Fig. 1: run 1, PDN straps and rails
Scale: 6 px per um. Pins as bars on the die edge.
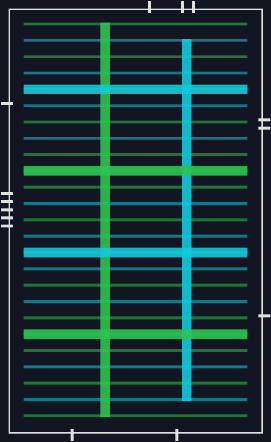
Fig. 2: run 1, cells colored by class
Scale: 4 px per um. Fill, decap, tap and diode cells in gray.
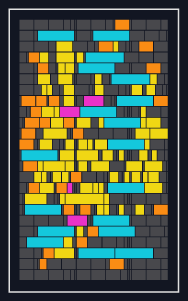
Fig. 3: run 1, clock distribution
Scale: 12 px per um.
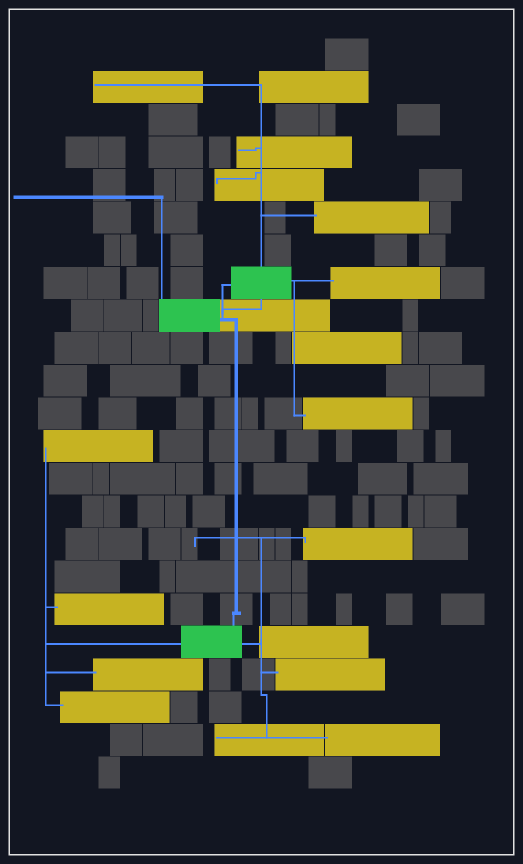
Fig. 4: run 1, routed metal, one color a layer
Scale: 6 px per um. Only two layers are drawn.
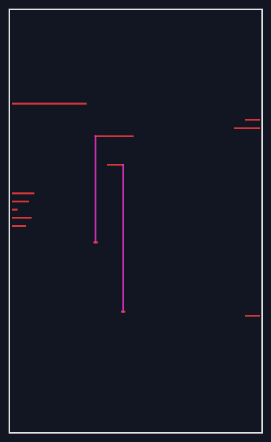
==> config.mk <==
export PLATFORM = sky130hd
export DESIGN_NAME = cam_ctrl_fsm_flat
export DESIGN_NICKNAME = d
export VERILOG_FILES = /design/src/rtl/cam_ctrl_pkg.sv /design/src/rtl/cam_ctrl_if.sv /design/src/rtl/cam_readout_seq.sv /design/src/rtl/cam_ctrl_fsm.sv /design/src/flat_wrapper.sv
export SDC_FILE = /design/constraint.sdc
export NUM_CORES = 1
export LEC_CHECK = 0
export CORE_ASPECT_RATIO = 1.75
export CORE_MARGIN = 2
export CORE_UTILIZATION = 40
export DETAILED_ROUTE_END_ITERATION = 16
export PLACE_DENSITY = 0.64
export SLEW_MARGIN = 30
export SYNTH_ARGS = -nofsm -noshare
export SYNTH_HDL_FRONTEND = slang
export SYNTH_SLANG_ARGS = --single-unit
==> constraint.sdc <==
create_clock -name clk -period 2.25 [get_ports clk]
set_clock_uncertainty 0.05 [all_clocks]
set_input_delay 0.5625 -clock clk [delete_from_list [all_inputs] [get_ports clk]]
set_output_delay 0.5625 -clock clk [all_outputs]
set_load 0.03 [all_outputs]
==> deck_impl_summary.md, run 1 <==
Flow Results at a Glance

Final layout
  • Share of cells above drive strength 1: 29.0%
  • ANT cells: 0
  • # nets final: 137
  • Area Overhead vs Synth: 31.2%
  • Commonest Layout Cell: buf_4
  • Max reg flops: 5

Setup path
  • WP data required: 2330 ps
  • Reg2Reg Depth: 7
  • CP max FO: 4
  • Worst path cell trace: clkdlybuf4s50_1 -> buf_4 -> nand4_1 -> a32oi_2 -> ha_2 -> nand2_2 -> a21bo_1 -> a221o_1
  • CP startpoint kind: input port
  • Arrival time at the worst endpoint: 2370 ps
  • Worst Setup End Kind: flop
  • Flop2flop setup slack: -10 ps
  • Crit path depth: 8
  • Critical path class: in -> reg
  • CP max-delay cell: clkdlybuf4s50_1
  • Buf+Inv Stages, Crit Path: 2
  • CP top delay family: AND-OR/OR-AND gates
  • Peak per-stage delay on the critical path: 510 ps

Synthesis
  • Yosys cell count: 94
  • Ys flops: 18
  • Synth Seq Share: 45.1%
  • Async S/R FF share, synth: 100%
  • Post-synth area hogs: dfrtp_1 (37%), dfstp_2 (7.8%), ha_1 (5.0%)
  • Top cell area share: 37.3%
  • Mean Syn Cell Area: 10.7 um^2
  • Yosys warnings: 0
  • Ys flop type: dfrtp_1
  • Yosys top cell by instances: dfrtp_1
  • Distinct cells, synth: 39
  • Leading area contributor after synthesis: dfrtp_1
  • Flip-flops with a built-in enable: 0
  • Synth Instances: 94
  • Yosys stat area: 1010 um^2
  • Mapped Nets: 106
  • Most frequent cells after synthesis: dfrtp_1 (15), nor2_1 (10), nand2_1 (7)

CTS
  • Num CTS Buffers: 3
  • Root Buffer: clkbuf_8
  • Reg clk slew, reported paths: 60 ps
  • CTS tree: built
  • Clk sink count: 18
  • CTS Buffer Depth: 2
  • Hold Buf Count CTS: 0
  • Total number of H-tree levels: 1

Min path
  • HP Class: reg -> reg
  • Hold Path Cell Cnt: 2

Final timing
  • Max Clk Rate: 437 MHz
  • Final hold violations: 0
  • Worst slew pin tran: 665 ps
  • Final WS setup: -35.8 ps
  • Slew margin rel.: 55.6%
  • Final min period: 2290 ps
  • Period utilization: 102%
  • Slew Limit Fails: 0
  • Setup violations, final: 1

Global route
  • Initial antenna violation count: 0
  • Largest net degree at the start of global routing: 19
  • First-pass GRT wire length: 3780 um
  • Vias in the first global route: 881
  • Grt ovf: 0

Route
  • DR iter-0 viols: 8
  • Per-cell routed wire length: 14.1 um
  • DRC: 0
  • Via-to-Cell Ratio: 5.47
  • Antenna violation net count after detailed routing: 0
  • Drt first pass iters: 3

Placed design
  • DPL Wire Length: 1710 um
  • PortBufs: 13

Floorplanning
  • IO Pins: 14
  • Pre-Place Util: 41.4%
  • Die Size: 2950 um^2

Run status
  • Failing checks: negative setup slack
  • Status: finished with violations

Job
  • Tool Warnings: 30
  • Max Cap Viol: 0

Pwr
  • PwrDens: 1240 nW/um^2
  • Leak: 0.000571 uW
  • Power Total: 1630 uW
Notes on Fig. 1 above:
green -> VSS
cyan -> VDD
met1 rails = 25
met5 straps = 4
Die X: 41.9 um
Max IR drop VDD: 0.571 mV
Die Y: 70.3 um
area of the core: 2430 um^2

Notes on Fig. 2 above:
cyan -> sequential cells  # cells 18
magenta -> clock drivers and dummy loads  # cells 4
orange -> remaining buffers and delay cells  # cells 29
yellow -> combinational and other logic  # cells 73
row count: 24
Design Area, Final: 1320 um^2
Final Util: 54.3%

Notes on Fig. 3 above:
green -> clock drivers  # count 3
yellow -> flip-flops  # count 18
blue -> clock wires  # length 208 um
routed clock nets = 4
Clk pwr share: 13.9%
Clock net power: 227 uW
clk latency late pin: 250 ps

Notes on Fig. 4 above:
red -> metal 3  # wire length 41.5 um
magenta -> metal 4  # wire length 42.2 um
vias post-DR: 821
GRT Resource Usage Total: 16.5%
final WL: 2110 um

==> run 1: layer usage <==
layer | GRT usage, % | share of wire (%) | vias to the layer above
li1 | - | - | 404
met1 | 16.9 | 36 | 399
met2 | 33.0 | 60 | 14
met3 | 0.775 | 1.9 | 4
met4 | 6.45 | 2.0 | 0
met5 | 0 | 0 | -
==> run 1: final cells by class <==
class | count | area, um^2
fill | 227 | 1110
tap | 26 | 32.5
clock buffer | 4 | 45.0
timing repair buffer | 29 | 245
sequential | 18 | 454
multi-input combinational | 68 | 524
inverter | 5 | 18.8
==> run 1: worst register-to-register path, cell delays in order (launching register included) <==
cell	delay (ps)
dfrtp_1	390
or4b_4	520
or3_1	350
o21ai_1	90
ha_2	230
nand2_2	60
a21bo_1	170
a221o_1	280
==> run 1: what timing repair did <==
item / 4_1_cts / 5_1_grt
endpoints found under the setup margin: 2 / 2
gates resized: 6 / 0
pin swaps: 5 / 4
setup buffers: 1 / 0
==> run 1: metrics by stage <==
stage	setup WS [ps]	TNS (ps)	hold slack, ps	cells	instance area, um^2
global route	-145	-226	478	150	1320
floorplan	-191	-191	437	94	1010
CTS	-89.8	-103	464	150	1320
global placement	-616	-1530	443	145	1260
finish	-35.8	-35.8	460	150	1320
detailed placement	-660	-1660	460	145	1260
==> run 1: kinds of logic (layout without fill, tap and decap cells) <==
group,count (synthesis),in the layout,synth area share [%]
buf+inv,8,38,4.48
mux,4,4,4.60
xor+xnor,1,1,0.871
flops,18,18,45.1
compound gates,19,19,16.0
simple gates,40,40,23.9
fa+ha+maj,4,4,4.98
==> run 1: report_power, final <==
| part | switching (uW) | internal (uW) |
|---|---|---|
| Clock | 101 | 126 |
| Sequential | 137 | 476 |
| Combinational | 392 | 403 |
==> run 2: changes to the inputs <==
Settings changed: PLACE_DENSITY 0.64 to 0.61.
Clock period 2.25 ns to 2.4 ns, I/O delays scaled along.
==> run 2 against run 1 <==
Critical endpoint unchanged. Synthesized area stayed put. Final area rose by 1.7%. The run now ends clean. Die area stayed put. Combinational power fell by 2%. Synthesized cell count stayed put. Non-clock buffer count unchanged. Via count rose by 2.3%. Register-to-register slack improved by 110 ps. Largest power group unchanged. Sequential cell count unchanged.
==> deck_impl_summary.md, run 2 <==
Flow Results at a Glance

Synthesis
  • Post-synth area hogs: dfrtp_1 (37%), dfstp_2 (7.8%), ha_1 (5.0%)
  • AO/OA Area Share: 16.0%
  • Yosys warnings: 0
  • XOR/XNOR share of the synthesized area: 0.871%
  • Ys flop type: dfrtp_1
  • Synth Seq Share: 45.1%
  • Synth Area in Adders: 4.98%
  • Synth Instances: 94
  • Top logic family: simple AND/OR/NAND/NOR gates
  • Leading area contributor after synthesis: dfrtp_1
  • Flip-flops with a built-in enable: 0
  • Mapped Nets: 106

Floorplanning
  • Area of the core: 2430 um^2
  • IO Pins: 14
  • Die Y: 70.3 um
  • Pre-Place Util: 41.4%
  • Die X: 41.9 um

Global route
  • Initial antenna violation count: 0
  • Grt ovf: 0

Setup path
  • Arrival time at the worst endpoint: 2410 ps
  • Peak per-stage delay on the critical path: 500 ps
  • Critical path class: in -> reg
  • Worst path cell trace: clkdlybuf4s50_1 -> buf_4 -> nand4_1 -> a32oi_2 -> ha_2 -> nand2_2 -> a21bo_1 -> a221o_1
  • WP data required: 2490 ps

CTS
  • Root Buffer: clkbuf_8
  • Clk latency late pin: 250 ps
  • Total number of H-tree levels: 1
  • Num CTS Buffers: 3

Placed design
  • DPL Wire Length: 1710 um
  • Cell Area, Placed: 1260 um^2

Final timing
  • Final min period: 2320 ps
  • Worst slew pin tran: 655 ps
  • Slew Limit Fails: 0

Job
  • Tool Warnings: 28

Route
  • DRC: 0
  • Per-cell routed wire length: 15.0 um
  • DR iter-0 viols: 13
  • Antenna violation net count after detailed routing: 0
  • Vias post-DR: 840

Run status
  • Status: finished clean

Pwr
  • Comb pwr share: 48.6%
  • Clk pwr share: 15.1%
  • Power Total: 1600 uW
  • P_int: 996 uW

Final layout
  • Area Overhead vs Synth: 33.5%
  • ANT cells: 0

Min path
  • Hold Path Cell Cnt: 2
  • HP Class: reg -> reg
-- run 2: cell families after synthesis --
| family | count (synthesis) |
|---|---|
| buf+inv | 8 |
| compound gates | 19 |
| xor+xnor | 1 |
| flops | 18 |
| simple gates | 40 |
| fa+ha+maj | 4 |
| mux | 4 |
-- run 2: cell type report --
class	count	area [um^2]
Sequential cell	18	454
Fill cell	231	1090
Tap cell	26	32.5
Clock buffer	4	55.1
Multi-Input combinational cell	68	531
Timing Repair Buffer	29	251
Inverter	5	18.8
-- run 2: power by group through the flow --
stage	registers (uW)	logic, uW	clock network (uW)
finish	582	779	243
global route	607	864	260
CTS	581	768	251
detailed placement	584	757	0
global placement	574	742	0
floorplan	619	448	0
-- run 2: what timing repair did --
action	CTS	global route
resized	3	6
setup endpoints to repair	2	2
setup buffers	0	1
pin swaps	1	4
-- run 2: critical path: cells and delay by family --
family                     cells  cell delay, ps
AOI/OAI and AO/OA              3             740
adders and majority gates      1             260
buffers and inverters          2             640
and+or+nand+nor                2             170
-- run 2: metal layers --
layer  GRT usage, %  vias to the layer above  share of wire, %
met1           16.7                      401                33
li1               -                      404                 -
met2           32.8                       24                61
met4           10.8                        0               3.4
met3           3.10                       11               2.8
met5              0                        -                 0
-- run 2: stage by stage --
stage | util (%) | TNS, ps | setup slack [ps] | instances | hold WS [ps]
after floorplan | - | -78.2 | -78.2 | 94 | 437
after global placement | 51.7 | -1380 | -551 | 145 | 442
after detailed placement | 51.7 | -1410 | -566 | 145 | 445
after CTS | 54.3 | 0 | 12.5 | 149 | 453
after global routing | 55.2 | -15.1 | -15.1 | 150 | 471
final | 55.2 | 0 | 78.4 | 150 | 451
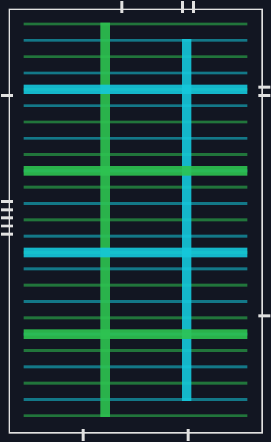
Fig. 5. PDN straps and rails (run 2).
Scale: 6 px per um. Pins as bars on the die edge.
cyan -> VDD
green -> VSS
met5 straps = 4
rows = 24
met1 rails = 25
signal pins = 14
met4 straps = 2
Max IR drop VDD: 0.485 mV

Power figures rest on the tool's default switching activity, not on a simulated workload.
